`config.mk`:
```
export PLATFORM = sky130hd
export DESIGN_NAME = snn_layer_sequencer
export DESIGN_NICKNAME = d
export VERILOG_FILES = /design/src/rtl/snn_pkg.sv /design/src/rtl/snn_argmax.sv /design/src/rtl/snn_layer_sequencer.sv
export SDC_FILE = /design/constraint.sdc
export NUM_CORES = 1
export LEC_CHECK = 0
export CAP_MARGIN = 25
export CORE_MARGIN = 2
export CORE_UTILIZATION = 45
export DETAILED_ROUTE_END_ITERATION = 7
export PLACE_DENSITY = 0.75
export SLEW_MARGIN = 20
export SYNTH_ARGS = -nofsm -noshare
export SYNTH_HDL_FRONTEND = slang
export SYNTH_SLANG_ARGS = --single-unit
```
`constraint.sdc`:
```
create_clock -name clk -period 8.49 [get_ports clk]
set_input_delay 2.1225 -clock clk [delete_from_list [all_inputs] [get_ports clk]]
set_output_delay 2.1225 -clock clk [all_outputs]
set_load 0.1 [all_outputs]
```
`src/rtl/snn_pkg.sv`:
```
// Shared defaults, FSM encoding and config address map for the spiking-layer sequencer.
package snn_pkg;

  localparam int DEF_N_IN    = 5;
  localparam int DEF_N_OUT   = 2;
  localparam int DEF_W       = 8;
  localparam int DEF_CNT_W   = 8;
  localparam int DEF_T_STEPS = 16;

  // First bias address; weights occupy 0..BIAS_BASE-1.
  localparam int BIAS_BASE = DEF_N_IN * DEF_N_OUT;

  typedef enum logic [2:0] {
    S_IDLE  = 3'd0,
    S_CLR   = 3'd1,
    S_PULSE = 3'd2,
    S_WAIT  = 3'd3,
    S_FIN   = 3'd4
  } state_e;

  function automatic int bias_base(input int n_in, input int n_out);
    return n_in * n_out;
  endfunction

endpackage

```
`src/rtl/snn_argmax.sv`:
```
// Combinational argmax over the packed spike counts; the lowest index wins a tie.
module snn_argmax #(
  parameter int N_OUT = 2,
  parameter int CNT_W = 8,
  parameter int IDX_W = 1
) (
  input  logic [CNT_W*N_OUT-1:0] counts_i,
  output logic [IDX_W-1:0]       winner_o,
  output logic                   no_spike_o
);

  logic [CNT_W-1:0] best;

  always_comb begin
    best     = counts_i[CNT_W-1:0];
    winner_o = '0;
    // Strict greater-than keeps the earlier index on equal counts.
    for (int i = 1; i < N_OUT; i++) begin
      if (counts_i[CNT_W*i +: CNT_W] > best) begin
        best     = counts_i[CNT_W*i +: CNT_W];
        winner_o = IDX_W'(i);
      end
    end
    no_spike_o = (best == '0);
  end

endmodule

```
`src/rtl/snn_layer_sequencer.sv`:
```
// Config register file, frame FSM and per-neuron spike counters in front of the Layer_1 spiking layer.
module snn_layer_sequencer
  import snn_pkg::*;
#(
  parameter int N_IN    = DEF_N_IN,
  parameter int N_OUT   = DEF_N_OUT,
  parameter int W       = DEF_W,
  parameter int T_STEPS = DEF_T_STEPS,
  parameter int CNT_W   = DEF_CNT_W,
  parameter int ADDR_W  = 4,
  parameter int IDX_W   = 1
) (
  input  logic                    clk,
  input  logic                    reset,
  input  logic                    cfg_we,
  input  logic [ADDR_W-1:0]       cfg_addr,
  input  logic [W-1:0]            cfg_data,
  input  logic                    start,
  input  logic [N_IN-1:0]         pixel_in,
  output logic                    busy,
  output logic                    done,
  output logic [CNT_W*N_OUT-1:0]  spike_count,
  output logic [IDX_W-1:0]        winner,
  output logic                    no_spike,
  output logic [W*N_IN*N_OUT-1:0] L_weights,
  output logic [W*N_OUT-1:0]      L_bias,
  output logic [N_IN-1:0]         L_pixel,
  output logic                    L_reset,
  output logic                    L_pulse,
  input  logic [N_OUT-1:0]        spike_in
);

  localparam int N_W    = N_IN * N_OUT;
  localparam int B_BASE = bias_base(N_IN, N_OUT);
  localparam int N_CFG  = B_BASE + N_OUT;
  localparam int STEP_W = (T_STEPS > 1) ? $clog2(T_STEPS) : 1;
  localparam logic [STEP_W-1:0] LAST_STEP = STEP_W'(T_STEPS - 1);

  state_e                 state_q, state_d;
  logic [STEP_W-1:0]      step_q, step_d;
  logic [N_IN-1:0]        pixel_q;
  logic [IDX_W-1:0]       winner_q, am_winner;
  logic                   no_spike_q, am_none;
  logic [CNT_W*N_OUT-1:0] count_d;
  logic                   start_acc, cfg_acc, last_wait;

  assign start_acc = (state_q == S_IDLE) && start;
  assign cfg_acc   = (state_q == S_IDLE) && cfg_we && (int'(cfg_addr) < N_CFG);
  assign last_wait = (state_q == S_WAIT) && (step_q == LAST_STEP);

  genvar gi;
  generate
    for (gi = 0; gi < N_W; gi++) begin : g_weight
      logic [W-1:0] w_q;
      always_ff @(posedge clk or posedge reset) begin
        if (reset)                                 w_q <= '0;
        else if (cfg_acc && int'(cfg_addr) == gi) w_q <= cfg_data;
      end
      assign L_weights[W*gi +: W] = w_q;
    end

    for (gi = 0; gi < N_OUT; gi++) begin : g_bias
      logic [W-1:0] b_q;
      always_ff @(posedge clk or posedge reset) begin
        if (reset)                                          b_q <= '0;
        else if (cfg_acc && int'(cfg_addr) == B_BASE + gi) b_q <= cfg_data;
      end
      assign L_bias[W*gi +: W] = b_q;
    end

    for (gi = 0; gi < N_OUT; gi++) begin : g_count
      logic [CNT_W-1:0] c_q, c_d;
      always_comb begin
        c_d = c_q;
        if (start_acc)
          c_d = '0;
        else if ((state_q == S_WAIT) && spike_in[gi] && (c_q != {CNT_W{1'b1}}))
          c_d = c_q + CNT_W'(1);
      end
      always_ff @(posedge clk or posedge reset) begin
        if (reset) c_q <= '0;
        else       c_q <= c_d;
      end
      assign count_d[CNT_W*gi +: CNT_W]     = c_d;
      assign spike_count[CNT_W*gi +: CNT_W] = c_q;
    end
  endgenerate

  // Fed with next-state counts so the result is already registered during the done cycle.
  snn_argmax #(
    .N_OUT (N_OUT),
    .CNT_W (CNT_W),
    .IDX_W (IDX_W)
  ) u_argmax (
    .counts_i   (count_d),
    .winner_o   (am_winner),
    .no_spike_o (am_none)
  );

  always_ff @(posedge clk or posedge reset) begin
    if (reset) state_q <= S_IDLE;
    else       state_q <= state_d;
  end

  always_comb begin
    state_d = state_q;
    case (state_q)
      S_IDLE:  if (start) state_d = S_CLR;
      S_CLR:   state_d = S_PULSE;
      S_PULSE: state_d = S_WAIT;
      S_WAIT:  state_d = (step_q == LAST_STEP) ? S_FIN : S_PULSE;
      S_FIN:   state_d = S_IDLE;
      default: state_d = S_IDLE;
    endcase
  end

  always_comb begin
    busy    = (state_q != S_IDLE);
    done    = (state_q == S_FIN);
    L_reset = (state_q == S_IDLE) || (state_q == S_CLR);
    L_pulse = (state_q == S_PULSE);
  end

  always_comb begin
    step_d = step_q;
    if (start_acc)
      step_d = '0;
    else if ((state_q == S_WAIT) && !last_wait)
      step_d = step_q + STEP_W'(1);
  end

  always_ff @(posedge clk or posedge reset) begin
    if (reset) begin
      step_q     <= '0;
      pixel_q    <= '0;
      winner_q   <= '0;
      no_spike_q <= 1'b1;
    end else begin
      step_q <= step_d;
      if (start_acc) begin
        pixel_q    <= pixel_in;
        winner_q   <= '0;
        no_spike_q <= 1'b1;
      end else if (last_wait) begin
        winner_q   <= am_winner;
        no_spike_q <= am_none;
      end
    end
  end

  assign L_pixel  = pixel_q;
  assign winner   = winner_q;
  assign no_spike = no_spike_q;

endmodule

```
**Clock network drawn from the DEF**

Drawn at 4 px/um.
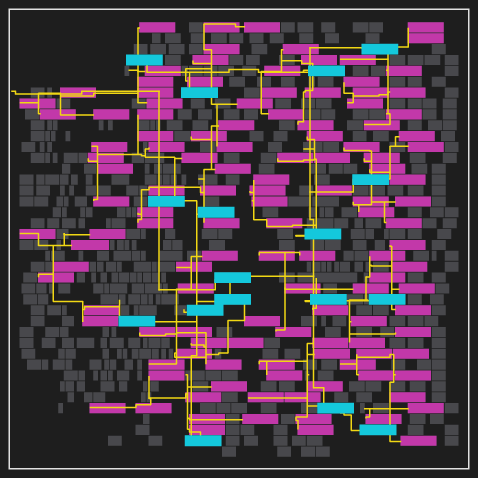
legend:
  magenta:
    item: flip-flops
    count: 126
  cyan:
    item: cells driving clock nets
    count: 17
  yellow:
    item: clock wires
    length: 1520 um
flops lie: spread over the die

**Close-up of the layout**

Region (45, 45) to (70, 70) um. Cells in gray, sequential cells in the stronger gray; small squares are vias.
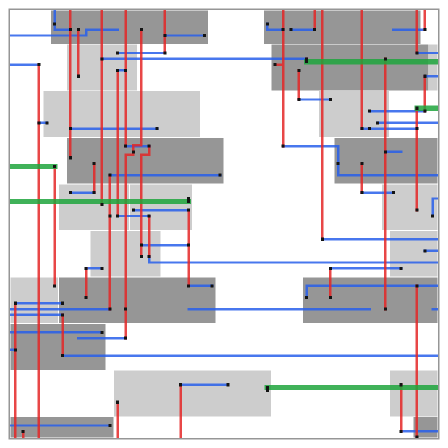
legend:
  red:
    layer: met2
  green:
    layer: met3
  blue:
    layer: met1
netlist names of flops here include: g_weight.w_q (7), state_q (1)
sequential cells in the window: 8
cells with their middle in the window: 19
most frequent: dfrtp_1 (8), mux2_2 (7)

**Cells colored by class**

Drawn at 3 px/um. Fill, decap, tap and diode cells in gray.
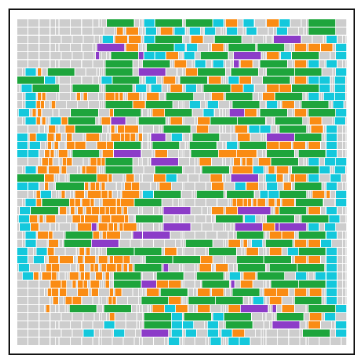
legend:
  purple:
    class: clock drivers and dummy loads
    cells: 31
  orange:
    class: all other logic
    cells: 281
  green:
    class: flip-flops
    cells: 126
  cyan:
    class: other buffers and delay cells
    cells: 146

cells in the mapped netlist, types with 3 or more instances:
cell      count  area share
xor2_1        4      0.0064
dfrtp_1     125        0.57
or3_1         3      0.0034
and3_1        7      0.0080
xnor2_1       5      0.0080
mux2_2       96        0.20
nand4_1       5      0.0057
mux2i_1       4      0.0073
clkbuf_1     12      0.0082
nand3b_1      3      0.0041
o21ai_0       5      0.0046
nand3_1       6      0.0055
nor2b_1       5      0.0057
ha_1         11       0.025
buf_2         4      0.0036
nor2_1       19       0.013
nand2_1      41       0.028
a21oi_1      10      0.0091
nor3b_1       5      0.0068
nor3_1        8      0.0073
inv_1        13      0.0089
layout make-up:
type,count,area (sq um)
Timing Repair Buffer,146,1460
Fill cell,969,4370
Clock buffer,25,495
Clock inverter,6,58.8
Sequential cell,126,3150
Inverter,13,51.3
Tap cell,147,184
Multi-Input combinational cell,268,2180
worst max-delay path, cell delays in order:
cell and delay [ns]:
clkdlybuf4s50_1 0.47, nand4b_1 0.14, a21oi_1 0.38, nand4_1 0.18, mux2i_1 0.30, inv_1 0.08, ha_1 0.31, and3_1 0.20
a221oi_1 0.25, o221ai_1 0.17, a21oi_1 0.14, nor3b_1 0.18, a31o_2 0.17
metrics by stage:
stage,instance area [sq um],worst slack [ns]
finish,7590,3.74
detailed placement,7030,3.37
floorplan,5490,3.01
CTS,7590,3.78
global route,7590,3.55
global placement,7030,3.51
==> run summary <==
run metrics: register share after synthesis=0.574, Hold Vio Cnt, Final=0, FF-to-FF End=no_spike, unrepaired setup endpoints after global routing=no, worst min-delay path class=flip-flop to flip-flop, violation tally from detailed-route iteration zero=175, gpl congestion=0.909, # setup viols final=0, comb area leader=multiplexers, Worst R2R Path Depth=13, status=completed, OpenROAD warning count=26, cts hold-fix bufs=0, flop2flop setup slack=5.12 ns, WP data required=8.85 ns, total CTS buffers=17, Hold Crit Depth=2, CP startpoint=spike_in[0], post-DR wirelength/cell=between 15 and 20 um, fp util=0.459, Root Buffer=clkbuf_16, Gate Count Post-Synth=428, Hold Crit Endpoint=L_pixel[3], IO buf count=145, TritonRoute pass-1 iters=4, WL met3=933 um, Top Metal Used=met4, Top Layout Cells=145 x clkdlybuf4s50_1, 125 x dfrtp_1, 96 x mux2_2, top_reg_cell synth=dfrtp_1, max reg flops=about 80, yosys synthesis chip area=about 5500 sq um, met3 global-route usage=0.0641, largest net degree at the start of global routing=75, Critical Path Sink=no_spike, Basic Gates by Area=0.114, RR Startpoint=g_count[0].c_q[0], metal1 wirelength=5900 um, Complex Gates by Area=0.0401, top flop regs=g_weight.w_q: 80 flops, g_bias.b_q: 16 flops, g_count.c_q: 16 flops, xor+xnor area frac=0.0143, Post-CTS Resized=0, metal2 WL=6640 um, Yosys warnings=0, die height=114 um, Cell Type Count=49
